==> images/met2.png <==
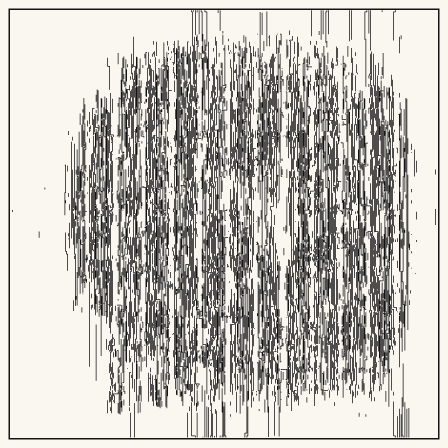
==> images/met1.png <==
The bar under the picture is 50 um long. Supply wires on this layer in grey.
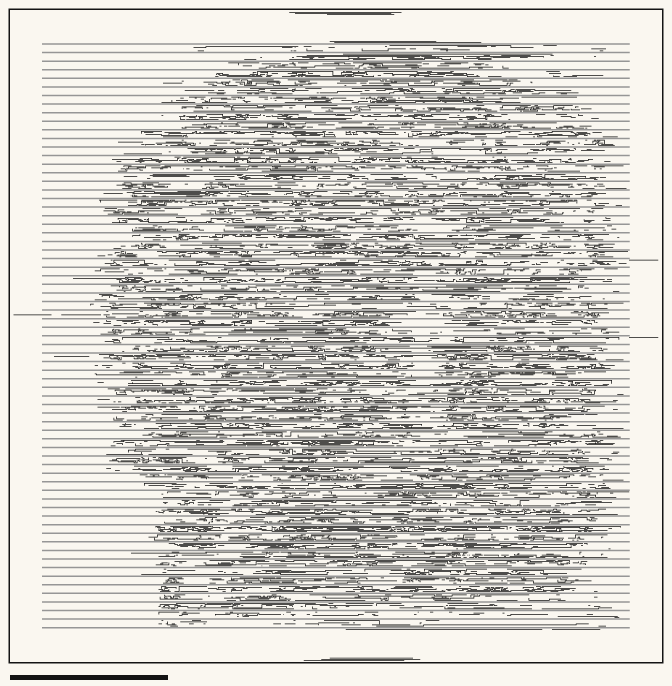
==> images/met4.png <==
Supply wires on this layer in grey.
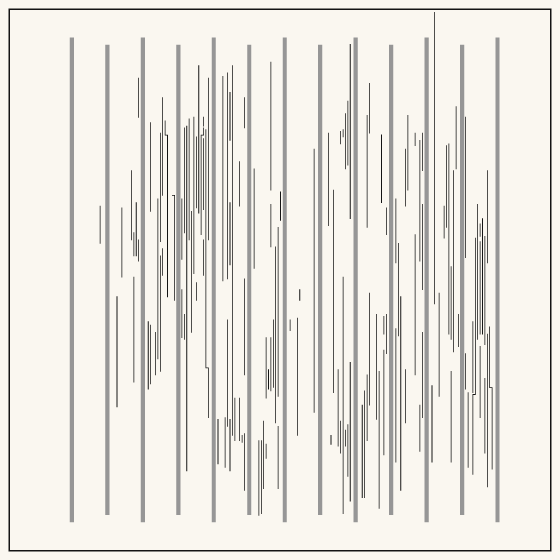
$ cat src/rtl/regfile_param_bypass.sv
`default_nettype none
// ============================================================================
// Module   : regfile_param_bypass
// Purpose  : Parametrised register file with one byte-enabled write port, two
//            registered read ports with write/clear bypass, optional hard-wired
//            zero entry and a sequenced bulk-clear engine.
// Revision : 1.0 - initial release
// ============================================================================
module regfile_param_bypass #(
    parameter int DATA_W   = 16,
    parameter int ADDR_W   = 4,
    parameter int ZERO_REG = 0
) (
    input  logic                  clk_i,
    input  logic                  rst_ni,
    input  logic                  wr_en_i,
    input  logic [ADDR_W-1:0]     wr_addr_i,
    input  logic [DATA_W/8-1:0]   wr_be_i,
    input  logic [DATA_W-1:0]     wr_data_i,
    input  logic [ADDR_W-1:0]     rd1_addr_i,
    input  logic [ADDR_W-1:0]     rd2_addr_i,
    output logic [DATA_W-1:0]     rd1_data_o,
    output logic [DATA_W-1:0]     rd2_data_o,
    input  logic                  clear_i,
    output logic                  busy_o
);

    localparam int DEPTH  = 2 ** ADDR_W;
    localparam int NBYTES = DATA_W / 8;

    typedef enum logic [0:0] {
        ST_IDLE  = 1'b0,
        ST_CLEAR = 1'b1
    } state_t;

    state_t              state_q;
    logic [ADDR_W-1:0]   ptr_q;
    logic [DATA_W-1:0]   mem_q [DEPTH];
    logic [DATA_W-1:0]   rd1_q;
    logic [DATA_W-1:0]   rd2_q;
    logic [DATA_W-1:0]   rd1_d;
    logic [DATA_W-1:0]   rd2_d;

    logic                w_busy;
    logic                w_wr_fire;
    logic [DATA_W-1:0]   w_wr_merged;

    assign w_busy    = (state_q == ST_CLEAR);
    assign w_wr_fire = wr_en_i && !w_busy && !((ZERO_REG != 0) && (wr_addr_i == '0));

    for (genvar k = 0; k < NBYTES; k++) begin : g_byte
        assign w_wr_merged[8*k +: 8] = wr_be_i[k] ? wr_data_i[8*k +: 8]
                                                  : mem_q[wr_addr_i][8*k +: 8];
    end

    // Read next-state reflects this edge's write or clear so no stale data escapes.
    always_comb begin
        rd1_d = mem_q[rd1_addr_i];
        if (w_wr_fire && (wr_addr_i == rd1_addr_i)) rd1_d = w_wr_merged;
        if (w_busy && (ptr_q == rd1_addr_i))        rd1_d = '0;
        if ((ZERO_REG != 0) && (rd1_addr_i == '0))  rd1_d = '0;

        rd2_d = mem_q[rd2_addr_i];
        if (w_wr_fire && (wr_addr_i == rd2_addr_i)) rd2_d = w_wr_merged;
        if (w_busy && (ptr_q == rd2_addr_i))        rd2_d = '0;
        if ((ZERO_REG != 0) && (rd2_addr_i == '0))  rd2_d = '0;
    end

    always_ff @(posedge clk_i or negedge rst_ni) begin
        if (!rst_ni) begin
            for (int i = 0; i < DEPTH; i++) mem_q[i] <= '0;
        end else begin
            if (w_wr_fire) mem_q[wr_addr_i] <= w_wr_merged;
            if (w_busy)    mem_q[ptr_q]     <= '0;
        end
    end

    always_ff @(posedge clk_i or negedge rst_ni) begin
        if (!rst_ni) begin
            state_q <= ST_IDLE;
            ptr_q   <= '0;
        end else begin
            case (state_q)
                ST_IDLE: begin
                    if (clear_i) begin
                        state_q <= ST_CLEAR;
                        ptr_q   <= '0;
                    end
                end
                ST_CLEAR: begin
                    if (ptr_q == {ADDR_W{1'b1}}) begin
                        state_q <= ST_IDLE;
                        ptr_q   <= '0;
                    end else begin
                        ptr_q   <= ptr_q + 1'b1;
                    end
                end
                default: begin
                    state_q <= ST_IDLE;
                    ptr_q   <= '0;
                end
            endcase
        end
    end

    always_ff @(posedge clk_i or negedge rst_ni) begin
        if (!rst_ni) begin
            rd1_q <= '0;
            rd2_q <= '0;
        end else begin
            rd1_q <= rd1_d;
            rd2_q <= rd2_d;
        end
    end

    assign rd1_data_o = rd1_q;
    assign rd2_data_o = rd2_q;
    assign busy_o     = w_busy;

endmodule
`default_nettype wire

$ cat config.mk
export PLATFORM = sky130hd
export DESIGN_NAME = regfile_param_bypass
export DESIGN_NICKNAME = d
export VERILOG_FILES = /design/src/rtl/regfile_param_bypass.sv
export SDC_FILE = /design/constraint.sdc
export NUM_CORES = 1
export LEC_CHECK = 0
export CORE_MARGIN = 10
export CORE_UTILIZATION = 50
export CTS_CLUSTER_SIZE = 14
export DETAILED_ROUTE_END_ITERATION = 6
export GPL_ROUTABILITY_DRIVEN = 0
export PLACE_DENSITY = 0.67
export RECOVER_POWER = 50
export SLEW_MARGIN = 20
export SYNTH_ARGS = -nofsm -noshare
export SYNTH_HDL_FRONTEND = slang
export SYNTH_SLANG_ARGS = --single-unit
$ cat constraint.sdc
create_clock -name clk_i -period 2.62 [get_ports clk_i]
set_input_delay 0.393 -clock clk_i [delete_from_list [all_inputs] [get_ports clk_i]]
set_output_delay 0.393 -clock clk_i [all_outputs]
set_load 0.005 [all_outputs]
==> flow_summary.json <==
{
  "status": "finished, violations left",
  "violations": "capacitance limit, slew limit",
  "met2WireLength_mm": 29.15,
  "fp_util": 0.5053,
  "comb_share": 0.4496,
  "cts_tree": "yes",
  "path_depth": 5,
  "critPathKind": "flop to flop",
  "die_w_um": 206.6,
  "dr.pass1.iters": 7,
  "worstPathArrival_ns": 2.87,
  "slew_viol_final": 34,
  "maxPowerGroup": "sequential cells",
  "path_buffers": 0,
  "postCtsHoldBufs": 1,
  "synth_seq_share": 0.4211,
  "fin_nets": 1695,
  "period_minus_slack_ns": 2.530,
  "p_seq_mw": 6.00,
  "synth.most_common_cell": "dfrtp_1",
  "rrSetupSlack_ns": 0.09,
  "async_reset_ff_frac": 1.000,
  "buffer_area_frac": 0.1115,
  "fin_setup_tns_ns": 0,
  "cts.sinks": 293,
  "clk_latency_ns": 0.53,
  "met3_usage": 0.1091,
  "grt_max_degree": 73,
  "grt_util_all_layers": 0.3135,
  "power.share.clock": 0.330,
  "whs_path_depth": 2,
  "routed.top_layer": "met5",
  "buffers_excl_clock": 223,
  "synth_top_area_share": 0.4211,
  "utilization": 0.6011,
  "dieHeight_um": 206.6,
  "place_area_sq_mm": 0.01950,
  "clk_share": 0.05642,
  "slowest_stage": "o32ai_2",
  "dp.cells": 2074,
  "clk_pin_slew_ns": 0.06,
  "fin_skew_ns": 0.008449,
  "floorplan.rows": 68,
  "critPathTopFamily": "AND-OR/OR-AND gates",
  "wl_per_cell_um": 31.14,
  "clock_path_buffers": 3,
  "syn-instance-count": 1563,
  "clock_buffers": 53,
  "edf_count": 0,
  "grt_pass1_vias": 15320,
  "layout.cells.most_common": "dfrtp_1",
  "synth-warning-count": 0,
  "place_ws_ns": -0.3786,
  "regArea_sq_mm": 0.007332,
  "seq_share": 0.3540,
  "simple_gate_area_frac": 0.1083,
  "final_cell_mix": "293 x dfrtp_1, 274 x nand3_1, 182 x o21ai_0, 142 x mux4_2, 120 x buf_4",
  "synthTopCellsByCount": "293 x dfrtp_1, 274 x nand3_1, 182 x o21ai_0",
  "syn-cell-area_sq_mm": 0.01741,
  "vdd_drop_max_mv": 0.4974,
  "maxCapViolCount": 1,
  "ios": 67,
  "numCtsBuffers": 35,
  "setup_viol": 0,
  "fillers": 2751,
  "holdPathEnd": "ptr_q[1]",
  "synth-main-ff-cell": "dfrtp_1",
  "clockRootBuffer": "clkbuf_16",
  "seqPwrFrac": 0.397,
  "io_buffers": 66,
  "drt-met1-wl_mm": 23.45,
  "adder_share": 0.002874,
  "largestClassByArea": "combinational gates",
  "design.core.area_sq_mm": 0.03446,
  "syn_area_per_cell_sq_um": 11.14,
  "hold_path.class": "primary input to flop",
  "powerDensity_mw_per_mm2": 728.9,
  "hold_violations": 0,
  "top_area_cell": "dfrtp_1",
  "required_ns": 2.96,
  "yosys-top-cells-area": "dfrtp_1 42%, mux4_2 18%, nand3_1 7.9%",
  "fin_hold_ws_ns": 0.5082,
  "yosysCellCount": 1563,
  "ff_count": 293,
  "ys_top_logic_family": "multiplexers",
  "crit_path_max_incr_delay_ns": 0.94,
  "switching_share": 0.3382,
  "busiest_layer": "met2",
  "logic_area_sq_mm": 0.009313,
  "synth_flops": 293,
  "rsz0062_at_grt": "no",
  "fp.dieArea_sq_mm": 0.04269,
  "r2r_cells": 5,
  "crit_path_max_fanout": 18,
  "top_register": "mem_q",
  "antenna_found_initial": 1,
  "grt_overflow": 0,
  "design_area_sq_mm": 0.02071,
  "tightest_slew_ns": 1.930,
  "finalClockPeriodUsage": 0.9656,
  "timing.slew.headroom": -0.2869,
  "nMultiInputCombCells": 1099,
  "worstPathCellList": "mux4_2 -> o22ai_1 -> nor2_1 -> o32ai_2 -> o21ai_0",
  "h-tree-depth": 2,
  "antenna_cells": 1,
  "min_from": "clear_i",
  "r2r_start": "mem_q[39]",
  "p_leak_nw": 8.630,
  "grt_pass1_wl_mm": 98.88
}
-- met2.png (at the start) --
The longest straight run is 94.5 um. The wires run mostly vertical.
Via Count: 15260
met2 usage: 0.4599
DRT Wirelength: 66.52 mm

-- met1.png (at the start) --
The layer carries 23.4 mm of wire. The longest straight run is 66.2 um. The wires run mostly horizontal. 1570 nets have wire on it. The layer holds 35% of the routed length.
GR met1 Demand/Resource: 0.3864

-- met4.png (at the start) --
The layer carries 4840 um of wire. 80 nets have wire on it.

